--- src/rtl/booth_mult_seq.sv ---
// -----------------------------------------------------------------------------
// booth_mult_seq
//   Radix-2 Booth sequential multiplier with its own operand/accumulator
//   registers and control FSM. Operands may be treated as signed or unsigned
//   per operation. Each operation takes a fixed WIDTH+1 iterations, after which
//   the product register is updated and done pulses for one cycle.
//
// Ports
//   clk           rising-edge clock
//   rst_n         synchronous active-low reset
//   start         request, only looked at in IDLE or DONE
//   sign_mode     1 = two's-complement operands, 0 = unsigned operands
//   multiplicand  operand M, captured on the accepting edge
//   multiplier    operand Q, captured on the accepting edge
//   busy          high while iterating (CALC)
//   done          one-cycle pulse when product has just been updated
//   product       2*WIDTH-bit result, held until the next completion
//
// state  | meaning
// -------+----------------------------------------------------------
// IDLE   | waiting for start
// CALC   | one Booth add/sub + arithmetic shift per clock
// DONE   | product freshly loaded; start here is accepted back-to-back
// -----------------------------------------------------------------------------
module booth_mult_seq #(
    parameter int WIDTH = 8
) (
    input  logic                 clk,
    input  logic                 rst_n,
    input  logic                 start,
    input  logic                 sign_mode,
    input  logic [WIDTH-1:0]     multiplicand,
    input  logic [WIDTH-1:0]     multiplier,
    output logic                 busy,
    output logic                 done,
    output logic [2*WIDTH-1:0]   product
);

    // Operands are extended by one bit so that the unsigned all-ones value and
    // the signed most-negative value are both representable in the same datapath.
    localparam int XW = WIDTH + 1;
    localparam int CW = $clog2(WIDTH + 2);
    localparam logic [CW-1:0] ITERS = CW'(WIDTH + 1);

    typedef enum logic [1:0] {
        S_IDLE = 2'd0,
        S_CALC = 2'd1,
        S_DONE = 2'd2
    } state_t;

    state_t              state_q, state_d;
    logic [XW-1:0]       acc_q, acc_d;
    logic [XW-1:0]       mq_q, mq_d;
    logic                qm1_q, qm1_d;
    logic [XW-1:0]       mcand_q, mcand_d;
    logic [CW-1:0]       cnt_q, cnt_d;
    logic                busy_q, busy_d;
    logic                done_q, done_d;
    logic [2*WIDTH-1:0]  product_q, product_d;

    logic [XW-1:0]       m_ext;
    logic [XW-1:0]       q_ext;
    logic [XW-1:0]       acc_sum;
    logic [XW-1:0]       acc_shr;
    logic [XW-1:0]       mq_shr;

    always_comb begin
        m_ext = sign_mode ? {multiplicand[WIDTH-1], multiplicand} : {1'b0, multiplicand};
        q_ext = sign_mode ? {multiplier[WIDTH-1], multiplier}     : {1'b0, multiplier};

        unique case ({mq_q[0], qm1_q})
            2'b01:   acc_sum = acc_q + mcand_q;
            2'b10:   acc_sum = acc_q - mcand_q;
            default: acc_sum = acc_q;
        endcase

        // Arithmetic right shift of {A, Q, Q-1}
        acc_shr = {acc_sum[XW-1], acc_sum[XW-1:1]};
        mq_shr  = {acc_sum[0], mq_q[XW-1:1]};
    end

    always_comb begin
        state_d   = state_q;
        acc_d     = acc_q;
        mq_d      = mq_q;
        qm1_d     = qm1_q;
        mcand_d   = mcand_q;
        cnt_d     = cnt_q;
        done_d    = 1'b0;
        product_d = product_q;

        unique case (state_q)
            S_IDLE, S_DONE: begin
                if (start) begin
                    state_d = S_CALC;
                    acc_d   = '0;
                    mq_d    = q_ext;
                    qm1_d   = 1'b0;
                    mcand_d = m_ext;
                    cnt_d   = ITERS;
                end else begin
                    state_d = S_IDLE;
                end
            end
            S_CALC: begin
                acc_d = acc_shr;
                mq_d  = mq_shr;
                qm1_d = mq_q[0];
                cnt_d = cnt_q - CW'(1);
                if (cnt_q == CW'(1)) begin
                    state_d   = S_DONE;
                    done_d    = 1'b1;
                    // Low 2*WIDTH bits of the post-shift {A, Q}
                    product_d = {acc_shr[WIDTH-2:0], mq_shr};
                end
            end
            default: state_d = S_IDLE;
        endcase

        busy_d = (state_d == S_CALC);
    end

    always_ff @(posedge clk) begin
        if (!rst_n) begin
            state_q   <= S_IDLE;
            acc_q     <= '0;
            mq_q      <= '0;
            qm1_q     <= 1'b0;
            mcand_q   <= '0;
            cnt_q     <= '0;
            busy_q    <= 1'b0;
            done_q    <= 1'b0;
            product_q <= '0;
        end else begin
            state_q   <= state_d;
            acc_q     <= acc_d;
            mq_q      <= mq_d;
            qm1_q     <= qm1_d;
            mcand_q   <= mcand_d;
            cnt_q     <= cnt_d;
            busy_q    <= busy_d;
            done_q    <= done_d;
            product_q <= product_d;
        end
    end

    assign busy    = busy_q;
    assign done    = done_q;
    assign product = product_q;

endmodule
--- config.mk ---
export PLATFORM = sky130hd
export DESIGN_NAME = booth_mult_seq
export DESIGN_NICKNAME = d
export VERILOG_FILES = /design/src/rtl/booth_mult_seq.sv
export SDC_FILE = /design/constraint.sdc
export NUM_CORES = 1
export LEC_CHECK = 0
export ABC_AREA = 1
export CORE_AREA = 3 3 101 103
export DETAILED_ROUTE_END_ITERATION = 6
export DIE_AREA = 0 0 104 106
export GPL_ROUTABILITY_DRIVEN = 0
export RECOVER_POWER = 50
export SLEW_MARGIN = 15
export SYNTH_ARGS = -nofsm -noshare
export SYNTH_HDL_FRONTEND = slang
export SYNTH_SLANG_ARGS = --single-unit
--- constraint.sdc ---
create_clock -name clk -period 2.44 [get_ports clk]
set_input_delay 0.61 -clock clk [delete_from_list [all_inputs] [get_ports clk]]
set_output_delay 0.61 -clock clk [all_outputs]
set_load 0.005 [all_outputs]
clk_routes.png
Scale bar: 20 um.
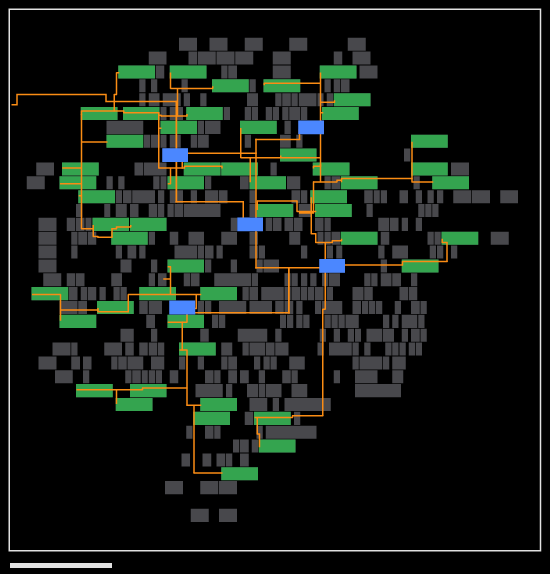
- blue: clock drivers (count 5)
- orange: clock wires (length 648 um)
- green: flip-flops (count 51)
- routed clock nets: 6

logic_types.png
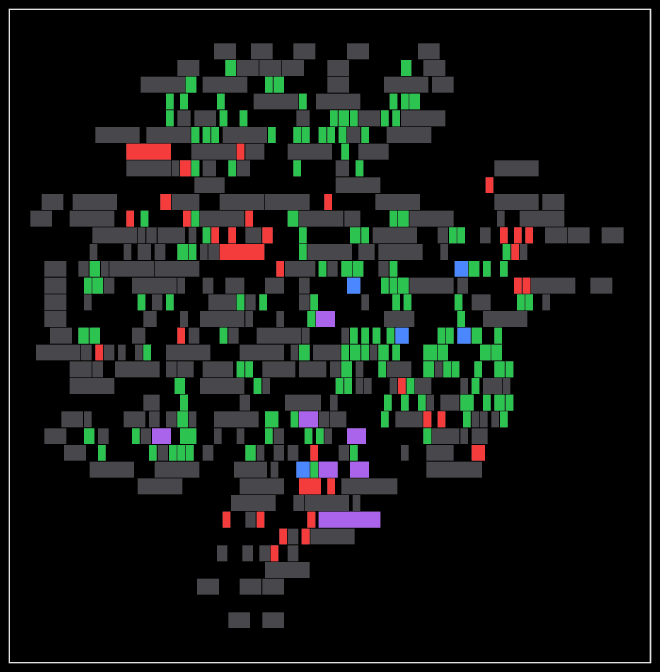
- purple: xor and xnor cells (cells 7)
- green: nand cells (cells 142)
- blue: and/or cells (cells 5; where middle)
- red: nor cells (cells 35)
multi-input gate share of total cell area: 43.1%
most frequent standard cell in the layout excluding fill and tap cells: nand2_1
count of placed standard cells in the final layout, fillers left out: 536

placement_by_type.png
Scale bar: 20 um.
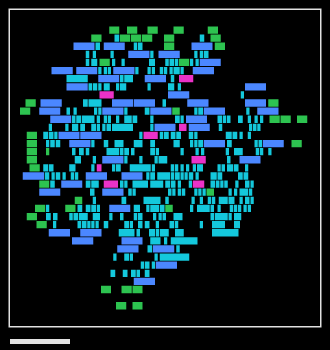
- cyan: combinational and other logic (cells 306; share of their area 51%)
- blue: sequential cells (cells 51; share of their area 33%)
- magenta: clock drivers and dummy loads (cells 8; share of their area 3.0%)
- green: remaining buffers and delay cells (cells 42; share of their area 13%)

flops_by_reg.png
Scale bar: 20 um. Other sequential cells in the stronger grey, the rest of the logic in the fainter grey.
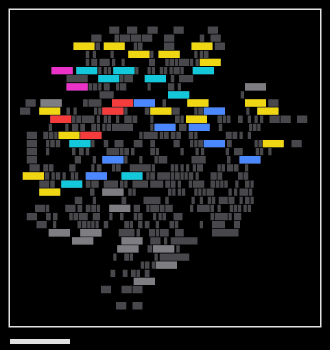
- yellow: product (placed flops 16)
- red: cnt_q (placed flops 4)
- cyan: mq_q (placed flops 9)
- blue: acc_q (placed flops 8)
- magenta: state_q (placed flops 2)
post-layout util: 35.2%
register fraction of the total cell area: 31.2%

==> run summary <==
Update from the flow run.

The mean number of vias per cell is 4.50. The layout net count is 439. The count of library flops with an enable pin is 0. The xor and xnor area share after synthesis is 2.35%. The core area is 9280 sq um.

The dominant kind of combinational cell is simple AND/OR/NAND/NOR gates. By count the netlist is led by nand2_1 (105), dfxtp_1 (51), inv_1 (40). The area of the mapped netlist is 2610 sq um. The final clock period utilization by the worst path is 93.6%. The path with the worst hold slack has its endpoint at product[2]$_SDFFE_PN0P_. The first global-routing pass estimated 10.9 mm of wire. The total of flip-flops plus latches after synthesis is 51. Of the total synthesized cell area, the portion taken by AND-OR and OR-AND cells is 12.1%. The global routing report lists met3 layer usage as 3.10%.

The number of vias in the routed layout is 2,414. During synthesis, Yosys emitted a total of 0 warnings. Sequential cells were found to cover 39.1% of the synthesized design area. The flow ran to the end, and the final reports show no timing, DRC or antenna violations.

The number of ports placed on the die boundary is 38. Per the timing report, the most critical flop-to-flop path finishes at product[15]$_SDFFE_PN0P_. Once the floorplan was initialized, standard cells occupied 28.2% of the core. Dividing the synthesized area by the synthesized cell count gives 7.10 sq um. The total of fill cells in the finished design is 1,034. The library cell with the highest instance count after synthesis is nand2_1.

Per the hold report, the tightest min-delay path originates at mq_q[3]$_SDFFE_PN0P_. The cell-mix breakdown from Yosys lists the simple-gate area share as 30.7%. The path depth of the worst reg2reg path is 17.

The number of distinct library cell variants in the gate-level netlist after synthesis is 34. Non-clock buffering takes up 12.4% of total cell area after layout. The max-capacitance violation count is 0. The number of H-tree branching levels is 2. For this run, the chip area from Yosys synthesis comes to 2610 sq um.

The area used by multi-input combinational logic is 1410 sq um. The arrival time reported for the critical path endpoint is 2.49 ns. Per the GRT congestion report, total overflow comes to 0. The count of final max-slew check failures is 0. The global-route track usage on met1 is 15.6%. For this run, the final setup violation count is recorded as 0.

The highest-delay cell along the critical path is clkinvlp_2. The total length of routed met3 wires is 225 um. The number of buffers outside the clock class in the layout is 42. The met1 wire length is 3.08 mm.

The CTS clock-pin slew for the worst setup and hold paths is 0.10 ns. The script logs the mean routed wire length per placed instance as 12.0 um. The area fraction of clock buffers and clock inverters is 2.83%. The worst VDD IR drop from the latest analysis is 0.000226 V. Walking the worst path, the cells encountered are clkdlybuf4s50_1, nand2_1, nand2_1, clkinvlp_2, a221oi_1, nor2_1. The critical path is of the in2reg type.

The stage-log warning count is 27. Per the OpenROAD floorplan log, the area of the die is 11,000 sq um. The mux cell area share after synthesis is 0%. The initial antenna violation count is 0. For the worst reg-to-reg path, the startpoint reported by OpenROAD is mcand_q[1]$_SDFFE_PN0P_. The multi-input gate count is 259.

The number of diodes is 0. Global routing used 19.8% of the available met2 tracks. The final layout reports a setup TNS of 0 ns. Ranked by total cell area, the synthesized netlist is headed by dfxtp_1 (39%), nand2_1 (15%), nand3_1 (6.3%). The post-synthesis cell count from yosys is 368. Along the worst path, the maximum fanout reaches 19. Per the slew report, the remaining headroom to the max-slew limit stands at 32.4%. The number of tap instances is 129.

The worst-case register-to-register setup slack is 0.21 ns. In the layout the commonest cells are nand2_1 (105), dfxtp_1 (51), inv_1 (39), nand3_1 (33), nor2_1 (28). The clock sink total is 51. The busiest metal layer after global routing is met2.

The cell count of the worst hold path is 2. According to the floorplan report, the die height is 106 um. The number of hold buffers added after CTS was 0. The area occupied by registers is 1020 sq um.
==> timing repair <==
item,CTS,global route
setup endpoints to repair,0,9
resized,0,17
setup buffers,0,2
==> worst max path at each step <==
| stage | from | endpoint | slack [ns] |
|---|---|---|---|
| final | start | mq_q[6]$_SDFFE_PN0P_ | 0.16 |
| after detailed placement | mcand_q[0]$_SDFFE_PN0P_ | product[15]$_SDFFE_PN0P_ | 0.10 |
| after global routing | mcand_q[2]$_SDFFE_PN0P_ | product[14]$_SDFFE_PN0P_ | 0.01 |
| after floorplan | qm1_q$_SDFFE_PN0P_ | product[15]$_SDFFE_PN0P_ | 0.36 |
| after global placement | mcand_q[0]$_SDFFE_PN0P_ | product[15]$_SDFFE_PN0P_ | 0.16 |
| after CTS | mcand_q[0]$_SDFFE_PN0P_ | product[15]$_SDFFE_PN0P_ | 0.09 |
==> stage by stage <==
| step | std cells | worst slack [ns] |
|---|---|---|
| finish | 536 | 0.157 |
| global route | 536 | 0.0128 |
| CTS | 534 | 0.0926 |
| detailed placement | 526 | 0.103 |
| global placement | 526 | 0.158 |
| floorplan | 368 | 0.365 |
==> worst max-delay path: cells and delay by family <==
family,cells,cell delay [ns]
buffers and inverters,2,1.07
AND-OR/OR-AND,1,0.45
AND/OR/NAND/NOR,3,0.36
==> sequential cells by signal (all words and copies together) (netlist names) <==
register / flops
qm1_q: 1
state_q: 2
product: 16
busy: 1
cnt_q: 4
done: 1
mq_q: 9
acc_q: 8
mcand_q: 9
==> where the power goes <==
group | switching, mW | internal, mW
Combinational | 0.347 | 0.238
Sequential | 0.0377 | 0.881
Clock | 0.306 | 0.208
Total | 0.691 | 1.33
No activity file was given, so power comes from the tool's default toggle rates.
